--- config.mk ---
export PLATFORM = sky130hd
export DESIGN_NAME = sddr_port_arbiter_flat
export DESIGN_NICKNAME = d
export VERILOG_FILES = /design/src/rtl/sddr_pkg.sv /design/src/rtl/sddr_port_arbiter_if.sv /design/src/rtl/sddr_rr_pick.sv /design/src/rtl/sddr_port_arbiter.sv /design/src/flat_wrapper.sv
export SDC_FILE = /design/constraint.sdc
export NUM_CORES = 1
export LEC_CHECK = 0
export ABC_CLOCK_PERIOD_IN_PS = 11200
export CAP_MARGIN = 20
export CORE_AREA = 3 3 412 414
export CTS_CLUSTER_DIAMETER = 80
export DETAILED_ROUTE_END_ITERATION = 10
export DIE_AREA = 0 0 415 417
export PLACE_DENSITY_LB_ADDON = 0.2
export SETUP_SLACK_MARGIN = 0.05
export SYNTH_ARGS = -nofsm -noshare
export SYNTH_HDL_FRONTEND = slang
export SYNTH_SLANG_ARGS = --single-unit
--- constraint.sdc ---
create_clock -name cpu_clock_i -period 11.2 [get_ports cpu_clock_i]
set_input_delay 1.68 -clock cpu_clock_i [delete_from_list [all_inputs] [get_ports cpu_clock_i]]
set_output_delay 1.68 -clock cpu_clock_i [all_outputs]
set_load 0.01 [all_outputs]
--- src/rtl/sddr_pkg.sv ---
// Shared DDR3 port-arbiter types and widths, common with the sddr_ctrl instantiation.
package sddr_pkg;

  localparam int unsigned SDDR_ADDR_BITS = 27;
  localparam int unsigned SDDR_DATA_BITS = 128;

  typedef enum logic [1:0] {
    ARB_IDLE,
    ARB_ISSUE,
    ARB_WAIT_RSP
  } arb_state_t;

  // Watchdog counter width; a disabled watchdog still needs one bit to exist.
  function automatic int unsigned wd_bits(input int unsigned timeout);
    return (timeout == 0) ? 1 : $clog2(timeout + 1);
  endfunction

endpackage

--- src/rtl/sddr_port_arbiter_if.sv ---
// Requester-side and controller-side signals of the DDR3 data-port arbiter.
interface sddr_port_arbiter_if import sddr_pkg::*; #(
  parameter int unsigned NUM_PORTS = 4,
  parameter int unsigned ADDR_BITS = SDDR_ADDR_BITS,
  parameter int unsigned DATA_BITS = SDDR_DATA_BITS
);
  logic [NUM_PORTS-1:0]           req_valid_i;
  logic [NUM_PORTS-1:0]           req_write_i;
  logic [NUM_PORTS*ADDR_BITS-1:0] req_addr_i;
  logic [NUM_PORTS*DATA_BITS-1:0] req_data_i;
  logic [NUM_PORTS-1:0]           req_ack_o;
  logic [NUM_PORTS-1:0]           rsp_valid_o;
  logic [NUM_PORTS-1:0]           rsp_err_o;
  logic [DATA_BITS-1:0]           rsp_data_o;
  logic                           data_cmd_valid;
  logic                           data_cmd_write;
  logic [ADDR_BITS-1:0]           data_cmd_address;
  logic [DATA_BITS-1:0]           data_cmd_data_o;
  logic                           data_cmd_ack;
  logic                           data_rsp_ready;
  logic [DATA_BITS-1:0]           data_rsp_data_i;
  logic                           busy_o;

  modport slave (
    input  req_valid_i, req_write_i, req_addr_i, req_data_i,
    input  data_cmd_ack, data_rsp_ready, data_rsp_data_i,
    output req_ack_o, rsp_valid_o, rsp_err_o, rsp_data_o,
    output data_cmd_valid, data_cmd_write, data_cmd_address, data_cmd_data_o,
    output busy_o
  );

  modport master (
    output req_valid_i, req_write_i, req_addr_i, req_data_i,
    output data_cmd_ack, data_rsp_ready, data_rsp_data_i,
    input  req_ack_o, rsp_valid_o, rsp_err_o, rsp_data_o,
    input  data_cmd_valid, data_cmd_write, data_cmd_address, data_cmd_data_o,
    input  busy_o
  );

endinterface

--- src/rtl/sddr_rr_pick.sv ---
// Combinational round-robin finder: first set request at or after ptr, wrapping.
module sddr_rr_pick #(
  parameter int unsigned N = 4,
  localparam int unsigned IDXW = $clog2(N)
) (
  input  logic [N-1:0]    req,
  input  logic [IDXW-1:0] ptr,
  output logic [N-1:0]    grant,
  output logic [IDXW-1:0] idx,
  output logic            any
);

  always_comb begin
    logic [IDXW-1:0] j;
    j     = '0;
    grant = '0;
    idx   = '0;
    any   = 1'b0;
    for (int unsigned i = 0; i < N; i++) begin
      j = IDXW'((32'(ptr) + i) % N);
      if (!any && req[j]) begin
        any      = 1'b1;
        grant[j] = 1'b1;
        idx      = j;
      end
    end
  end

endmodule

--- src/rtl/sddr_port_arbiter.sv ---
// Round-robin sharing of the DDR3 data command port, one outstanding command,
// read responses routed back to the owning port with a response watchdog.
module sddr_port_arbiter import sddr_pkg::*; #(
  parameter int unsigned NUM_PORTS   = 4,
  parameter int unsigned ADDR_BITS   = SDDR_ADDR_BITS,
  parameter int unsigned DATA_BITS   = SDDR_DATA_BITS,
  parameter int unsigned RSP_TIMEOUT = 1023
) (
  input logic               cpu_clock_i,
  input logic               reset_i,
  sddr_port_arbiter_if.slave bus
);

  localparam int unsigned     IDXW      = $clog2(NUM_PORTS);
  localparam int unsigned     WDW       = wd_bits(RSP_TIMEOUT);
  localparam logic [WDW-1:0]  WD_LAST   = WDW'(RSP_TIMEOUT - 1);
  localparam logic [IDXW-1:0] LAST_PORT = IDXW'(NUM_PORTS - 1);

  arb_state_t            state;
  logic [IDXW-1:0]       rr_ptr;
  logic [IDXW-1:0]       owner;
  logic [NUM_PORTS-1:0]  owner_onehot;
  logic [NUM_PORTS-1:0]  pick_grant;
  logic [IDXW-1:0]       pick_idx;
  logic                  pick_any;
  logic                  cmd_write;
  logic [ADDR_BITS-1:0]  cmd_addr;
  logic [DATA_BITS-1:0]  cmd_data;
  logic [NUM_PORTS-1:0]  rsp_valid;
  logic [NUM_PORTS-1:0]  rsp_err;
  logic [DATA_BITS-1:0]  rsp_data;
  logic [WDW-1:0]        watchdog;

  sddr_rr_pick #(.N(NUM_PORTS)) u_pick (
    .req   (bus.req_valid_i),
    .ptr   (rr_ptr),
    .grant (pick_grant),
    .idx   (pick_idx),
    .any   (pick_any)
  );

  assign owner_onehot = NUM_PORTS'(1) << owner;

  // Grant is combinational so a requester transfers in the same cycle; reset masks it.
  assign bus.req_ack_o        = (state == ARB_IDLE && !reset_i) ? pick_grant : '0;
  assign bus.rsp_valid_o      = rsp_valid;
  assign bus.rsp_err_o        = rsp_err;
  assign bus.rsp_data_o       = rsp_data;
  assign bus.data_cmd_valid   = (state == ARB_ISSUE);
  assign bus.data_cmd_write   = cmd_write;
  assign bus.data_cmd_address = cmd_addr;
  assign bus.data_cmd_data_o  = cmd_data;
  assign bus.busy_o           = (state != ARB_IDLE);

  always_ff @(posedge cpu_clock_i or posedge reset_i) begin
    if (reset_i) begin
      state     <= ARB_IDLE;
      rr_ptr    <= '0;
      owner     <= '0;
      cmd_write <= 1'b0;
      cmd_addr  <= '0;
      cmd_data  <= '0;
      rsp_valid <= '0;
      rsp_err   <= '0;
      rsp_data  <= '0;
      watchdog  <= '0;
    end else begin
      rsp_valid <= '0;
      rsp_err   <= '0;
      case (state)
        ARB_IDLE: begin
          if (pick_any) begin
            owner     <= pick_idx;
            cmd_write <= bus.req_write_i[pick_idx];
            cmd_addr  <= bus.req_addr_i[32'(pick_idx)*ADDR_BITS +: ADDR_BITS];
            cmd_data  <= bus.req_data_i[32'(pick_idx)*DATA_BITS +: DATA_BITS];
            rr_ptr    <= (pick_idx == LAST_PORT) ? '0 : pick_idx + 1'b1;
            state     <= ARB_ISSUE;
          end
        end
        ARB_ISSUE: begin
          if (bus.data_cmd_ack) begin
            if (cmd_write) begin
              state <= ARB_IDLE;
            end else begin
              watchdog <= '0;
              state    <= ARB_WAIT_RSP;
            end
          end
        end
        ARB_WAIT_RSP: begin
          // Arriving data takes priority over an expiring watchdog.
          if (bus.data_rsp_ready) begin
            rsp_data  <= bus.data_rsp_data_i;
            rsp_valid <= owner_onehot;
            state     <= ARB_IDLE;
          end else if (RSP_TIMEOUT != 0 && watchdog == WD_LAST) begin
            rsp_err <= owner_onehot;
            state   <= ARB_IDLE;
          end else if (watchdog != '1) begin
            watchdog <= watchdog + 1'b1;
          end
        end
        default: state <= ARB_IDLE;
      endcase
    end
  end

endmodule

--- src/flat_wrapper.sv ---
// flat-port wrapper written by rule: the top's interface ports become plain ports
module sddr_port_arbiter_flat import sddr_pkg::*;
#(
  parameter int unsigned NUM_PORTS   = 4,
  parameter int unsigned ADDR_BITS   = SDDR_ADDR_BITS,
  parameter int unsigned DATA_BITS   = SDDR_DATA_BITS,
  parameter int unsigned RSP_TIMEOUT = 1023
)
  (cpu_clock_i, reset_i, bus_req_valid_i, bus_req_write_i, bus_req_addr_i, bus_req_data_i, bus_data_cmd_ack, bus_data_rsp_ready, bus_data_rsp_data_i, bus_req_ack_o, bus_rsp_valid_o, bus_rsp_err_o, bus_rsp_data_o, bus_data_cmd_valid, bus_data_cmd_write, bus_data_cmd_address, bus_data_cmd_data_o, bus_busy_o);
  sddr_port_arbiter_if #(.NUM_PORTS(NUM_PORTS), .ADDR_BITS(ADDR_BITS), .DATA_BITS(DATA_BITS)) bus_i ();
  input logic cpu_clock_i;
  input logic reset_i;
  input wire logic [$bits(bus_i.req_valid_i)-1:0] bus_req_valid_i;
  input wire logic [$bits(bus_i.req_write_i)-1:0] bus_req_write_i;
  input wire logic [$bits(bus_i.req_addr_i)-1:0] bus_req_addr_i;
  input wire logic [$bits(bus_i.req_data_i)-1:0] bus_req_data_i;
  input wire logic [$bits(bus_i.data_cmd_ack)-1:0] bus_data_cmd_ack;
  input wire logic [$bits(bus_i.data_rsp_ready)-1:0] bus_data_rsp_ready;
  input wire logic [$bits(bus_i.data_rsp_data_i)-1:0] bus_data_rsp_data_i;
  output wire logic [$bits(bus_i.req_ack_o)-1:0] bus_req_ack_o;
  output wire logic [$bits(bus_i.rsp_valid_o)-1:0] bus_rsp_valid_o;
  output wire logic [$bits(bus_i.rsp_err_o)-1:0] bus_rsp_err_o;
  output wire logic [$bits(bus_i.rsp_data_o)-1:0] bus_rsp_data_o;
  output wire logic [$bits(bus_i.data_cmd_valid)-1:0] bus_data_cmd_valid;
  output wire logic [$bits(bus_i.data_cmd_write)-1:0] bus_data_cmd_write;
  output wire logic [$bits(bus_i.data_cmd_address)-1:0] bus_data_cmd_address;
  output wire logic [$bits(bus_i.data_cmd_data_o)-1:0] bus_data_cmd_data_o;
  output wire logic [$bits(bus_i.busy_o)-1:0] bus_busy_o;
  assign bus_i.req_valid_i = bus_req_valid_i;
  assign bus_i.req_write_i = bus_req_write_i;
  assign bus_i.req_addr_i = bus_req_addr_i;
  assign bus_i.req_data_i = bus_req_data_i;
  assign bus_i.data_cmd_ack = bus_data_cmd_ack;
  assign bus_i.data_rsp_ready = bus_data_rsp_ready;
  assign bus_i.data_rsp_data_i = bus_data_rsp_data_i;
  assign bus_req_ack_o = bus_i.req_ack_o;
  assign bus_rsp_valid_o = bus_i.rsp_valid_o;
  assign bus_rsp_err_o = bus_i.rsp_err_o;
  assign bus_rsp_data_o = bus_i.rsp_data_o;
  assign bus_data_cmd_valid = bus_i.data_cmd_valid;
  assign bus_data_cmd_write = bus_i.data_cmd_write;
  assign bus_data_cmd_address = bus_i.data_cmd_address;
  assign bus_data_cmd_data_o = bus_i.data_cmd_data_o;
  assign bus_busy_o = bus_i.busy_o;
  sddr_port_arbiter #(.NUM_PORTS(NUM_PORTS), .ADDR_BITS(ADDR_BITS), .DATA_BITS(DATA_BITS), .RSP_TIMEOUT(RSP_TIMEOUT)) u_core (.cpu_clock_i(cpu_clock_i), .reset_i(reset_i), .bus(bus_i));
endmodule
==> Slide: Implementation Results, run 1 <==
Synthesis and Place & Route Summary

Timing
  – Final Critical Period: approximately 6600 ps
  – Least-Margin Pin Slew: between 1000 and 1500 ps
  – Final period util: 0.5920
  – Hold Violations, Final: 0
  – Fmax: ~150 MHz
  – WHS: 498.4 ps
  – Max-slew violation count: 0

Floorplanning
  – Row count: 150
  – Chip Area: 173100 um2
  – Core Region: 166700 um2
  – Fp util: 0.1125
  – Num ports: between 1000 and 1500
  – Die height: approximately 420 um
  – Die X: just over 400 um

Logic synthesis
  – Ys cells: a little under 2000
  – Register area share after synthesis: 0.4111
  – Syn Area/Cell: between 9 and 10 um2
  – Ys async rst share: 1.000
  – Post-synth area hogs: dfrtp_1, o22ai_1, mux2i_1, mux2_2, a221oi_1
  – Commonest flop: dfrtp_1
  – #FFs+latches synth: 308
  – Ys Warns: 0
  – Adder share: 0.006006
  – Compound-Gate Fraction of Synth Area: 0.2903
  – Synth Area in Simple Gates: 0.07201
  – Dominant kind of combinational cell: AND-OR/OR-AND gates
  – Post-synth top cells: o22ai_1, dfrtp_1, mux2i_1
  – Mapped Cells: 1954
  – Chip area line of the yosys report: about 19000 um2
  – Top-count cell post-synth: o22ai_1
  – Mux area share: 0.1665
  – Post-synthesis cell area: ~19000 um2
  – Post-synth EDFFs: 0
  – Area leader, netlist: dfrtp_1

Global route
  – Pin count of the biggest net entering global routing: ~170
  – Antenna violations before repair: a little under 70
  – First-pass GRT wire length: roughly 200000 um
  – GRT Util Overall: 0.1622
  – Grt ovf: 0

Critical path
  – CP required: 9520 ps
  – Reg2reg path depth: 10
  – CP Capture Type: output pin
  – Setup crit end: bus_req_ack_o[3]
  – Setup crit start kind: flop
  – Critical Path Most Common Cell: a21oi_1
  – Buf+Inv Stages, Crit Path: 2
  – Critical path's top delay family: buffers and inverters
  – Worst path depth: 9

Placed design
  – IO buf count: 1057
  – Placed cell count: between 5000 and 6000
  – Final RePlAce weighted congestion: about 0.86
  – Placed Area: ~32000 um2

Pwr
  – VDD IR-drop max: around 0.00018 V
  – Leakage: roughly 0.012 uW
  – Total Power: between 9000 and 10000 uW

Drt
  – Post-DR wirelength/cell: 28.66 um
  – Vias: 21520
  – Detail Route Antenna Nets: 0
  – Initial drt markers: between 1000 and 1500
  – Routed WL: 148000 um
  – Via density: around 4.2

Layout
  – Fraction of layout cells with a size suffix above 1: 0.09274
  – Core Util, Final: 0.2005
  – Final-stage net count: between 3000 and 4000
  – P&R area growth vs syn: 78.20%
  – Commonest Layout Cell: clkdlybuf4s50_1
  – Top Layout Cells: clkdlybuf4s50_1, o22ai_1, dfrtp_1
  – Final Non-Filler Cells: a little over 5000

CTS
  – H-tree lvl count: 2
  – Root Driver: clkbuf_16
  – Post_cts resized: 0
  – CTS Buf Count: 50
  – Post-CTS Setup Inserts: 0
  – Reg clk slew, reported paths: roughly 60 ps

Min path
  – Hold path depth: 1

Status
  – Status: finished clean

Job
  – MaxCap Viol Count: 0
  – Tool warnings: 36
## run 1: power breakdown
part	total (uW)	switching [uW]	internal [uW]
clock	1630	665	969
sequential	2130	484	1640
combinational	5880	3340	2540
## run 1: routing by layer
metal | up-vias | wire, um | part of all wire | GRT usage
met3 | 154 | 9332 | 0.063 | 0.04188
met1 | 10950 | 62860 | 0.42 | 0.2042
li1 | 9599 | - | - | -
met5 | - | 204 | 0.0014 | 0
met2 | 785 | 72890 | 0.49 | 0.2787
met4 | 32 | 2749 | 0.019 | 0.03281
## run 1: final cells by class
cell class,instances,area [um2]
timing repair buffer,1099,10920
fill,18450,133300
tap,2204,2758
clock buffer,75,1445
sequential,308,7711
inverter,7,35.03
multi-input combinational,1426,10220
antenna,28,70.07
clock inverter,18,251.5
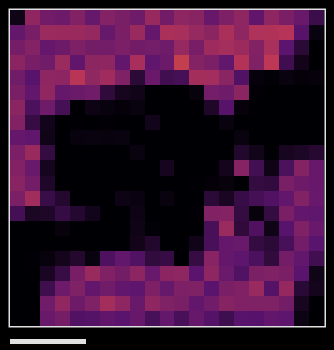
(run_1/density.png)
Bar = 100 um. The die is cut into 21 by 21 equal tiles; black is low, pale yellow is high, 0 to 100% covered.
- emptiest ninth of the die: center
- mean over tiles: 18%
- densest ninth of the die: north-west
- nearly empty tiles: 32%
- fullest tile: 52%

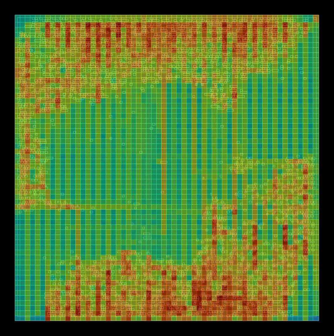
(run_1/final_congestion.png)
met2 GRT Util: 0.2787
Most Crowded Layer GR: met2

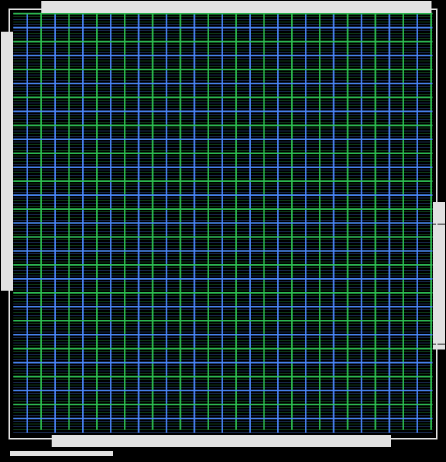
(run_1/pdn.png)
Bar = 100 um. Pins as bars on the die edge.
- VSS: blue
- VDD: green
- met5 straps: 30
- met1 rails: 151
- met4 straps: 30
- rows: 150
- signal pins: 1058

==> run 2, diff against run 1 <==
--- a/config.mk
+++ b/config.mk
@@ -5,12 +5,12 @@
 export SDC_FILE = /design/constraint.sdc
 export NUM_CORES = 1
 export LEC_CHECK = 0
-export ABC_CLOCK_PERIOD_IN_PS = 11200
+export ABC_CLOCK_PERIOD_IN_PS = 6000
 export CAP_MARGIN = 20
-export CORE_AREA = 3 3 412 414
+export CORE_AREA = 3 3 417 419
 export CTS_CLUSTER_DIAMETER = 80
 export DETAILED_ROUTE_END_ITERATION = 10
-export DIE_AREA = 0 0 415 417
+export DIE_AREA = 0 0 420 422
 export PLACE_DENSITY_LB_ADDON = 0.2
 export SETUP_SLACK_MARGIN = 0.05
 export SYNTH_ARGS = -nofsm -noshare
==> constraint.sdc (replaced) <==
create_clock -name cpu_clock_i -period 6 [get_ports cpu_clock_i]
set_input_delay 0.9 -clock cpu_clock_i [delete_from_list [all_inputs] [get_ports cpu_clock_i]]
set_output_delay 0.9 -clock cpu_clock_i [all_outputs]
set_load 0.01 [all_outputs]
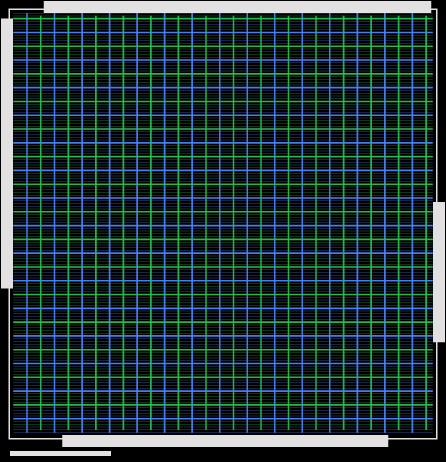
(run_2/pdn.png)
Bar = 100 um. Pins as bars on the die edge.
- VSS: blue
- VDD: green
- rows: 152
- signal pins: 1058
VDD IR-drop max: 0.0003532 V
Core Region: 171000 um2
die height: 422 um
Die X: 420 um

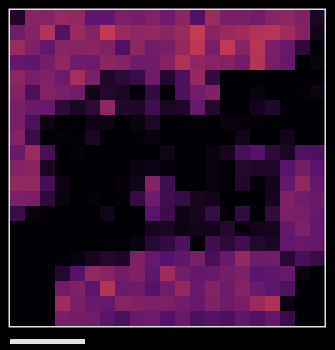
(run_2/density.png)
Bar = 100 um. The die is cut into 21 by 21 equal tiles; black is low, pale yellow is high, 0 to 100% covered.
- emptiest ninth of the die: center
- fullest tile: 51%
- mean over tiles: 17%

==> run 2 against run 1 <==
Count of clock-buffer cells in the layout is 1 lower. Design area is 0.43% higher. Via count hardly changed. Synthesized cell count stayed put. Register-to-register slack worse by 4700 ps. Critical path depth stayed put. First-iteration DRC count is 19% higher. Clock skew is 20 ps lower. Final cell count is 0.66% higher. Critical endpoint is now bus_req_ack_o[1].
==> Slide: Implementation Results, run 2 <==
Synthesis and Place & Route Summary

Layout
  – Fillers: 18830 (was 18450)
  – Clock buffers: 74 (was 75)
  – Antenna cell count: 34 (was 28)
  – Core Util, Final: 0.1962 (was 0.2005)
  – Final-stage net count: 3662 (was 3661)
  – Multi-input combinational area share: 0.3045 (was 0.3058)
  – P&R area growth vs syn: 78.96% (was 78.20%)
  – Combinational Gates: 1426 (unchanged)
  – Top cell category: non-clock buffers (unchanged)
  – Non-clock buffer total of the final layout: 1101 (was 1099)
  – Clk cell area share: 0.04889 (was 0.05078)
  – Seq/total area: 0.2298 (was 0.2308)
  – Gate Area: 10220 um2 (unchanged)
  – Storage cell area: 7711 um2 (unchanged)
  – Top Layout Cells: clkdlybuf4s50_1, o22ai_1, dfrtp_1 (unchanged)
  – Non-Clock Inverter Count: 7 (unchanged)
  – Finished Cell Area: 33550 um2 (was 33410 um2)
  – Final Non-Filler Cells: 5199 (was 5165)
  – Flops: 308 (unchanged)
  – Non-clk buf share: 0.3300 (was 0.3269)

Logic synthesis
  – Ys Warns: 0 (unchanged)
  – Area leader, netlist: dfrtp_1 (unchanged)
  – Post-synth top cells: o22ai_1, dfrtp_1, mux2i_1 (unchanged)
  – Post-synth EDFFs: 0 (unchanged)
  – Ys cells: 1954 (unchanged)
  – Post-synth area hogs: dfrtp_1, o22ai_1, mux2i_1, mux2_2, a221oi_1 (unchanged)
  – Commonest flop: dfrtp_1 (unchanged)
  – Mapped Cells: 1954 (unchanged)
  – Ys async rst share: 1.000 (unchanged)
  – Syn Area/Cell: 9.595 um2 (unchanged)
  – Top-count cell post-synth: o22ai_1 (unchanged)
  – #FFs+latches synth: 308 (unchanged)
  – Chip area line of the yosys report: 18750 um2 (unchanged)
  – Post-synthesis cell area: 18750 um2 (unchanged)

CTS
  – Root Driver: clkbuf_16 (unchanged)
  – Post-CTS Setup Inserts: 0 (unchanged)
  – Reg clk slew, reported paths: 60 ps (about the same)
  – H-tree lvl count: 2 (unchanged)

Global route
  – Grt ovf: 0 (unchanged)
  – GRT Util Overall: 0.1609 (was 0.1622)
  – Pin count of the biggest net entering global routing: 133 (was 174)
  – Antenna violations before repair: 72 (was 68)

Placed design
  – Placed cell count: 5075 (was 5043)
  – Final RePlAce weighted congestion: 0.8992 (was 0.8563)
  – IO buf count: 1057 (unchanged)
  – Place WS: 1216 ps (was 4824 ps)

Timing
  – Max-slew violation count: 0 (unchanged)
  – Least-Margin Pin Slew: 1108 ps (was 1082 ps)
  – Fmax: approximately 190 MHz
  – Final period util: 0.8990
  – Final Critical Period: 5394 ps

Floorplanning
  – Fp util: 0.1097 (was 0.1125)
  – Row count: 152 (was 150)
  – Num ports: 1058 (unchanged)

Critical path
  – Crit path arrival time: 4490 ps (was 4950 ps)
  – Buf+Inv Stages, Crit Path: 2 (unchanged)
  – Critical path's top delay family: flip-flops (was buffers and inverters)
  – CP Capture Type: output pin (unchanged)
  – Critical Path Most Common Cell: a21oi_1 (unchanged)
  – Setup crit end: bus_req_ack_o[1] (was bus_req_ack_o[3])
  – CP required: 5100 ps (was 9520 ps)
  – Setup crit start kind: flop (unchanged)
  – Worst path depth: 9 (unchanged)
  – Reg2reg path depth: 10 (unchanged)

Job
  – Tool warnings: 50 (was 36)
  – MaxCap Viol Count: 0 (unchanged)

Min path
  – Hold path depth: 1 (unchanged)

Pwr
  – Total Power: 18100 uW (was 9638 uW)
  – P_int: 9678 uW (was 5154 uW)
  – Power share of the combinational group: 0.612 (was 0.610)
  – Leakage: 0.01245 uW (was 0.01242 uW)
  – Psw: 8422 uW (was 4484 uW)
  – Seq pwr share: 0.223 (was 0.221)
  – Clock power frac: 0.165 (was 0.169)
  – Net Sw Frac: 0.4653 (about the same)

Drt
  – Via density: 4.143 (was 4.167)
  – Initial drt markers: 1585 (was 1335)
  – Post-DR wirelength/cell: 28.78 um (was 28.66 um)
  – Detail Route Antenna Nets: 0 (unchanged)

Status
  – Status: finished clean (unchanged)
## run 2: cell counts after synthesis
Identical to the previous run, type by type.
## run 2: cells by family after synthesis
logic type                 count (synthesis)  share of synthesized area
adders and majority gates                  9                   0.006007
buffers and inverters                    220                    0.04985
xor gates and xnor gates                   9                   0.004205
and+or+nand+nor                          312                    0.07201
muxes                                    293                     0.1665
AOI/OAI and AO/OA                        803                     0.2903
DFF                                      308                     0.4111
## run 2: per-layer routing
metal	track usage	wire [um]
met2	0.2708	72870
met3	0.04219	10060
met4	0.05187	4200
met1	0.1984	62330
met5	0	150
## run 2: power by group through the flow
stage	combinational [uW]	clock (uW)	sequential [uW]
finish	11100	2980	4040
global route	11900	3170	4130
CTS	11300	3110	4010
detailed placement	11300	0	4020
global placement	11300	0	4030
floorplan	5530	0	4000
Power and IR drop assume default switching activity.
